--- src/rtl/approx_mult_pkg.sv ---
`default_nettype none
// ============================================================================
//  Module      : approx_mult_pkg
//  Description : Shared constants and parameter-legality helper for the
//                pipelined approximate multiplier.
//  Revision    : 1.0 - initial release
// ============================================================================
package approx_mult_pkg;

    // Per-transaction mode encoding
    localparam logic MODE_EXACT  = 1'b0;
    localparam logic MODE_APPROX = 1'b1;

    // The low approximated rows are compressed in pairs, so L must be even.
    // The low rows must also fit in the operand, and the truncation column
    // must fall within the product.
    function automatic bit params_legal(input int w, input int l, input int trunc_col);
        return (w > 0) && (l >= 0) && (l <= w) && ((l % 2) == 0) &&
               (trunc_col >= 0) && (trunc_col <= 2 * w);
    endfunction

endpackage
`default_nettype wire

--- src/rtl/approx_pp_compress.sv ---
`default_nettype none
// ============================================================================
//  Module      : approx_pp_compress
//  Description : Combinational partial-product stage. Produces the exact high
//                row (x bits L..W-1) and the low row (x bits 0..L-1), which is
//                either exact or pairwise OR-compressed and truncated.
//  Revision    : 1.0 - initial release
// ============================================================================
module approx_pp_compress
    import approx_mult_pkg::*;
#(
    parameter int W         = 8,
    parameter int L         = 6,
    parameter int TRUNC_COL = W
) (
    input  logic [W-1:0]   x,
    input  logic [W-1:0]   y,
    input  logic           mode,
    output logic [2*W-1:0] hi_row,
    output logic [2*W-1:0] lo_row
);

    localparam int P = 2 * W;

    // Columns below TRUNC_COL are dropped from every compressed pair
    function automatic logic [P-1:0] keep_mask();
        logic [P-1:0] m;
        for (int c = 0; c < P; c++) begin
            m[c] = (c >= TRUNC_COL);
        end
        return m;
    endfunction

    localparam logic [P-1:0] C_KEEP_MASK = keep_mask();

    logic [P-1:0] w_pp;
    logic [P-1:0] w_pair;
    logic [P-1:0] w_hi;
    logic [P-1:0] w_lo_exact;
    logic [P-1:0] w_lo_approx;

    // Walk the rows once: high rows sum exactly, low rows feed both the exact
    // low sum and the OR-pair compressor (even row opens a pair, odd closes it)
    always_comb begin
        w_pp        = '0;
        w_pair      = '0;
        w_hi        = '0;
        w_lo_exact  = '0;
        w_lo_approx = '0;
        for (int i = 0; i < W; i++) begin
            w_pp = ({{W{1'b0}}, y} & {P{x[i]}}) << i;
            if (i >= L) begin
                w_hi = w_hi + w_pp;
            end else begin
                w_lo_exact = w_lo_exact + w_pp;
                if ((i % 2) == 0) begin
                    w_pair = w_pp;
                end else begin
                    w_lo_approx = w_lo_approx + ((w_pair | w_pp) & C_KEEP_MASK);
                end
            end
        end
    end

    assign hi_row = w_hi;
    assign lo_row = (mode == MODE_APPROX) ? w_lo_approx : w_lo_exact;

endmodule
`default_nettype wire

--- src/rtl/approx_mult_pipe.sv ---
`default_nettype none
// ============================================================================
//  Module      : approx_mult_pipe
//  Description : Three-stage stall-all pipelined W x W multiplier with a
//                per-beat exact/approximate mode and tag passthrough.
//                S1: operands, S2: high/low rows, S3: final sum.
//  Revision    : 1.0 - initial release
// ============================================================================
module approx_mult_pipe
    import approx_mult_pkg::*;
#(
    parameter int W         = 8,
    parameter int L         = 6,
    parameter int TRUNC_COL = W,
    parameter int TAG_W     = 4
) (
    input  logic             clk,
    input  logic             rst,
    input  logic             in_valid,
    output logic             in_ready,
    input  logic [W-1:0]     x,
    input  logic [W-1:0]     y,
    input  logic             mode,
    input  logic [TAG_W-1:0] tag_in,
    output logic             out_valid,
    input  logic             out_ready,
    output logic [2*W-1:0]   z,
    output logic [TAG_W-1:0] tag_out,
    output logic             out_mode
);

    generate
        if (!params_legal(W, L, TRUNC_COL)) begin : g_bad_params
            $fatal(1, "approx_mult_pipe: illegal W/L/TRUNC_COL combination");
        end
    endgenerate

    localparam int P = 2 * W;

    // Stage registers
    logic             r_s1_valid_q, w_s1_valid_d;
    logic [W-1:0]     r_s1_x_q,     w_s1_x_d;
    logic [W-1:0]     r_s1_y_q,     w_s1_y_d;
    logic             r_s1_mode_q,  w_s1_mode_d;
    logic [TAG_W-1:0] r_s1_tag_q,   w_s1_tag_d;

    logic             r_s2_valid_q, w_s2_valid_d;
    logic [P-1:0]     r_s2_hi_q,    w_s2_hi_d;
    logic [P-1:0]     r_s2_lo_q,    w_s2_lo_d;
    logic             r_s2_mode_q,  w_s2_mode_d;
    logic [TAG_W-1:0] r_s2_tag_q,   w_s2_tag_d;

    logic             r_s3_valid_q, w_s3_valid_d;
    logic [P-1:0]     r_s3_z_q,     w_s3_z_d;
    logic             r_s3_mode_q,  w_s3_mode_d;
    logic [TAG_W-1:0] r_s3_tag_q,   w_s3_tag_d;

    logic             w_advance;
    logic [P-1:0]     w_hi_row;
    logic [P-1:0]     w_lo_row;

    // The whole pipe moves together; it only freezes when a result is
    // waiting and the consumer is not taking it
    assign w_advance = !r_s3_valid_q || out_ready;
    assign in_ready  = w_advance;

    approx_pp_compress #(
        .W         (W),
        .L         (L),
        .TRUNC_COL (TRUNC_COL)
    ) u_compress (
        .x      (r_s1_x_q),
        .y      (r_s1_y_q),
        .mode   (r_s1_mode_q),
        .hi_row (w_hi_row),
        .lo_row (w_lo_row)
    );

    // Next-state: hold everything by default, shift every stage on advance
    always_comb begin
        w_s1_valid_d = r_s1_valid_q;
        w_s1_x_d     = r_s1_x_q;
        w_s1_y_d     = r_s1_y_q;
        w_s1_mode_d  = r_s1_mode_q;
        w_s1_tag_d   = r_s1_tag_q;
        w_s2_valid_d = r_s2_valid_q;
        w_s2_hi_d    = r_s2_hi_q;
        w_s2_lo_d    = r_s2_lo_q;
        w_s2_mode_d  = r_s2_mode_q;
        w_s2_tag_d   = r_s2_tag_q;
        w_s3_valid_d = r_s3_valid_q;
        w_s3_z_d     = r_s3_z_q;
        w_s3_mode_d  = r_s3_mode_q;
        w_s3_tag_d   = r_s3_tag_q;
        if (w_advance) begin
            w_s1_valid_d = in_valid;
            w_s1_x_d     = x;
            w_s1_y_d     = y;
            w_s1_mode_d  = mode;
            w_s1_tag_d   = tag_in;
            w_s2_valid_d = r_s1_valid_q;
            w_s2_hi_d    = w_hi_row;
            w_s2_lo_d    = w_lo_row;
            w_s2_mode_d  = r_s1_mode_q;
            w_s2_tag_d   = r_s1_tag_q;
            w_s3_valid_d = r_s2_valid_q;
            w_s3_z_d     = r_s2_hi_q + r_s2_lo_q;
            w_s3_mode_d  = r_s2_mode_q;
            w_s3_tag_d   = r_s2_tag_q;
        end
    end

    // Pipeline registers; reset drops all in-flight beats and zeroes outputs
    always_ff @(posedge clk) begin
        if (rst) begin
            r_s1_valid_q <= 1'b0;
            r_s1_x_q     <= '0;
            r_s1_y_q     <= '0;
            r_s1_mode_q  <= MODE_EXACT;
            r_s1_tag_q   <= '0;
            r_s2_valid_q <= 1'b0;
            r_s2_hi_q    <= '0;
            r_s2_lo_q    <= '0;
            r_s2_mode_q  <= MODE_EXACT;
            r_s2_tag_q   <= '0;
            r_s3_valid_q <= 1'b0;
            r_s3_z_q     <= '0;
            r_s3_mode_q  <= MODE_EXACT;
            r_s3_tag_q   <= '0;
        end else begin
            r_s1_valid_q <= w_s1_valid_d;
            r_s1_x_q     <= w_s1_x_d;
            r_s1_y_q     <= w_s1_y_d;
            r_s1_mode_q  <= w_s1_mode_d;
            r_s1_tag_q   <= w_s1_tag_d;
            r_s2_valid_q <= w_s2_valid_d;
            r_s2_hi_q    <= w_s2_hi_d;
            r_s2_lo_q    <= w_s2_lo_d;
            r_s2_mode_q  <= w_s2_mode_d;
            r_s2_tag_q   <= w_s2_tag_d;
            r_s3_valid_q <= w_s3_valid_d;
            r_s3_z_q     <= w_s3_z_d;
            r_s3_mode_q  <= w_s3_mode_d;
            r_s3_tag_q   <= w_s3_tag_d;
        end
    end

    assign out_valid = r_s3_valid_q;
    assign z         = r_s3_z_q;
    assign tag_out   = r_s3_tag_q;
    assign out_mode  = r_s3_mode_q;

endmodule
`default_nettype wire

--- config.mk ---
export PLATFORM = sky130hd
export DESIGN_NAME = approx_mult_pipe
export DESIGN_NICKNAME = d
export VERILOG_FILES = /design/src/rtl/approx_mult_pkg.sv /design/src/rtl/approx_pp_compress.sv /design/src/rtl/approx_mult_pipe.sv
export SDC_FILE = /design/constraint.sdc
export NUM_CORES = 1
export LEC_CHECK = 0
export CAP_MARGIN = 20
export CORE_MARGIN = 10
export CORE_UTILIZATION = 45
export DETAILED_ROUTE_END_ITERATION = 16
export PLACE_DENSITY = 0.66
export SYNTH_ARGS = -nofsm -noshare
export SYNTH_HDL_FRONTEND = slang
export SYNTH_SLANG_ARGS = --single-unit
--- constraint.sdc ---
create_clock -name clk -period 4.13 [get_ports clk]
set_input_delay 0.826 -clock clk [delete_from_list [all_inputs] [get_ports clk]]
set_output_delay 0.826 -clock clk [all_outputs]
set_load 0.02 [all_outputs]
Fig. 1: run 1, gate families picked out
Scale: 2 px per um.
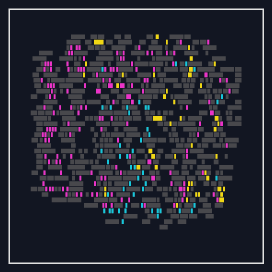
color	family	cells
magenta	NAND gates	142
cyan	inverters	48
yellow	NOR gates	45
combinational share of cell area: 0.556
most used logic cell in the final layout: nand2_1
fin cells: 804

Fig. 2: run 1, layout detail
Region (51, 25) to (76, 50) um. Cells in gray, sequential cells in the stronger gray; small squares are vias.
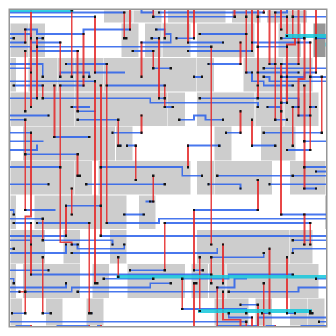
color	layer
red	metal 2
blue	metal 1
cyan	metal 3
cells with their middle in the window	50
sequential cells in the window	0
most frequent	inv_1 (17), fa_1 (9), ha_1 (6)

==> reports/summary.txt, run 1 <==
Top non-seq family = adder cells
max-slew headroom at the worst pin = 0.411
WL/cell = 15.1 um
MUX share of area = 0.00443
hold depth = 2
Top Metal Used = met4
status = completed
EDFF count, synth = 0
Worst Skew = 0.00510 ns
CTS Hold Bufs = 0
fill count = 1039
Cell area leaders = dfxtp_1 (30%), fa_1 (12%), ha_1 (11%)
CTS Buf Count = 9
fin area = 0.00594 mm^2
WL met1 = 5.75 mm
Netlist Area Pre-Place = 0.00508 mm^2
dominant kind of cell = multi-input combinational cells
largest net degree at the start of global routing = 73
crit path kind = reg -> reg
Detail Placement HPWL = 9.15 mm
later-pin clock latency in the skew report = 0.34 ns
Slowest Stage Delay on Critical Path = 0.58 ns
Fig. 3: run 1, I/O pins on the die edge
Scale: 4 px per um. Pins as bars across the die edge, other pins in gray.
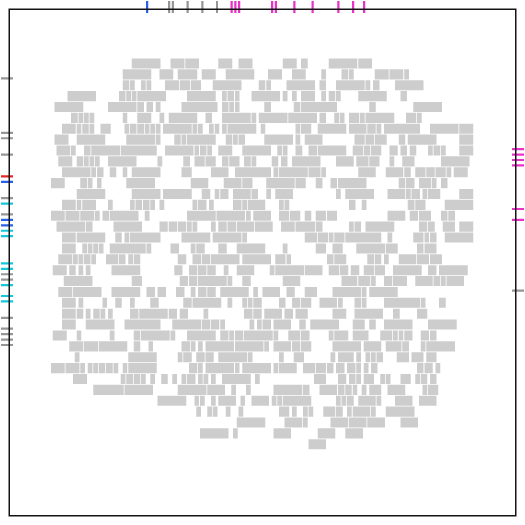
color	port	pins	direction	edge
magenta	`z`	16	output	10 north, 6 east
cyan	`y`	8	input	west
blue	`tag_in`	4	input	3 west, 1 north
red	`in_valid`	1	input	west
all pins by edge	25 west, 16 north, 7 east
die width: 126 um
Port-buffer cells: 47
die height: 126 um

Fig. 4: run 1, register map, names as in the netlist
Scale: 2 px per um. Other sequential cells in the stronger gray, the rest of the logic in the fainter gray.
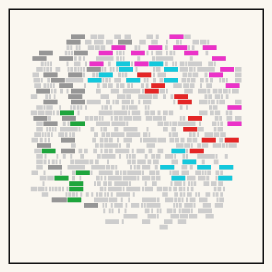
color	netlist name	flops
cyan	`r_s2_lo_q`	15
green	`r_s1_x_q`	8
red	`r_s2_hi_q`	10
magenta	`z`	16
not colored	26
Register Area: 0.00150 mm^2
final core utilization: 0.543
seq pwr: 804 uW
Seq/total area: 0.253

## run 1: state kept, by name, indices dropped and copies added, names as in the netlist
signal	count
z	16
r_s2_lo_q	15
r_s2_hi_q	10
r_s1_x_q	8
r_s1_y_q	8
r_s1_tag_q	4
r_s2_tag_q	4
tag_out	4
out_mode	1
out_valid	1
r_s1_mode_q	1
r_s1_valid_q	1
r_s2_mode_q	1
r_s2_valid_q	1
## run 1: stage by stage
stage,hold WS (ns),power (uW),cells
2_1_floorplan,0.432,1000,623
5_1_grt,0.469,1920,804
6_report,0.449,1830,804
3_3_place_gp,0.439,1100,788
3_5_place_dp,0.441,1100,788
4_1_cts,0.452,1850,804
## run 1: report_power, final
group	switching [uW]	internal, uW	total (uW)
combinational	153	131	284
sequential	40.9	763	804
clock	327	416	743
==> inputs of run 2 (changes only) <==
Settings changed: GPL_ROUTABILITY_DRIVEN from default to 0, PLACE_DENSITY 0.66 to 0.69.
Clock period 4.13 ns to 3.2 ns, I/O delays scaled along.
Fig. 5: run 2, gate families picked out
Scale: 2 px per um.
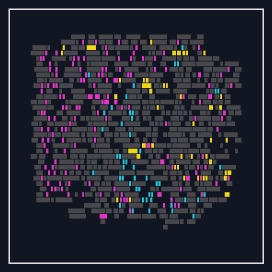
color	family	cells
cyan	inverters	48
magenta	NAND gates	142
yellow	NOR gates	45
combinational share of cell area: 0.538
fin cells: 847

==> reports/summary.txt, run 2 <==
later-pin clock latency in the skew report = 0.34 ns (about the same)
Top non-seq family = adder cells (unchanged)
WL met1 = 5.81 mm (was 5.75 mm)
Final Power = 2500 uW (was 1830 uW)
max-slew headroom at the worst pin = 0.588 (was 0.411)
status = finished with violations (was completed)
die width = 126 um (unchanged)
WHS = 0.450 ns (was 0.449 ns)
Register Area = 0.00153 mm^2 (was 0.00150 mm^2)
Worst Skew = 0.0107 ns (was 0.00510 ns)
largest net degree at the start of global routing = 73 (unchanged)
CTS Hold Bufs = 0 (unchanged)
placed cell count = 820 (was 788)
EDFF count, synth = 0 (unchanged)
Top Metal Used = met4 (unchanged)
most used logic cell in the final layout = nand2_1 (unchanged)
Cell area leaders = dfxtp_1 (30%), fa_1 (12%), ha_1 (11%) (unchanged)
failing checks = negative setup slack
hold depth = 2 (unchanged)
Port-buffer cells = 47 (unchanged)
WL/cell = 14.9 um (was 15.1 um)
max reg flops = 16 (unchanged)
crit path kind = reg -> reg (unchanged)
Slowest Stage Delay on Critical Path = 0.57 ns (was 0.58 ns)
Setup Viol. Count Final = 9 (was 0)
CTS Buf Count = 9 (unchanged)
fin worst setup slack = -0.382 ns (was 0.149 ns)
final core utilization = 0.599 (was 0.543)
fin area = 0.00655 mm^2 (was 0.00594 mm^2)
Fig. 6: run 2, layout detail
Region (51, 25) to (76, 50) um. Cells in gray, sequential cells in the stronger gray; small squares are vias.
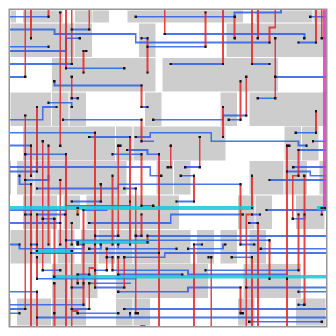
color	layer
magenta	metal 4
red	metal 2
cyan	metal 3
blue	metal 1
most frequent	inv_1 (14), nand2_1 (6), fa_1 (6)
sequential cells in the window	0
cells with their middle in the window	48

run 2: power by group:
group,total (uW),internal [uW],switching (uW),leakage (uW)
Sequential,1030,982,42.7,0.000620
Clock,991,547,444,0.000145
Combinational,489,246,243,0.00218
run 2: area by class of cell:
cell class                 count  area share
clock buffer                   9      0.0344
timing repair buffer          94       0.129
inverter                      48      0.0275
clock inverter                 7      0.0101
tap                          140      0.0268
multi-input combinational    474       0.538
sequential                    75       0.234
run 2: worst max-delay path, delay by kind of cell (launching register included):
kind	cells	cell delay, ns
adders and majority gates	4	1.97
AOI/OAI and AO/OA	2	0.35
muxes	1	0.30
DFF	1	0.37
and+or+nand+nor	3	0.45
buffers and inverters	1	0.05
Power figures rest on the tool's default switching activity, not on a simulated workload.
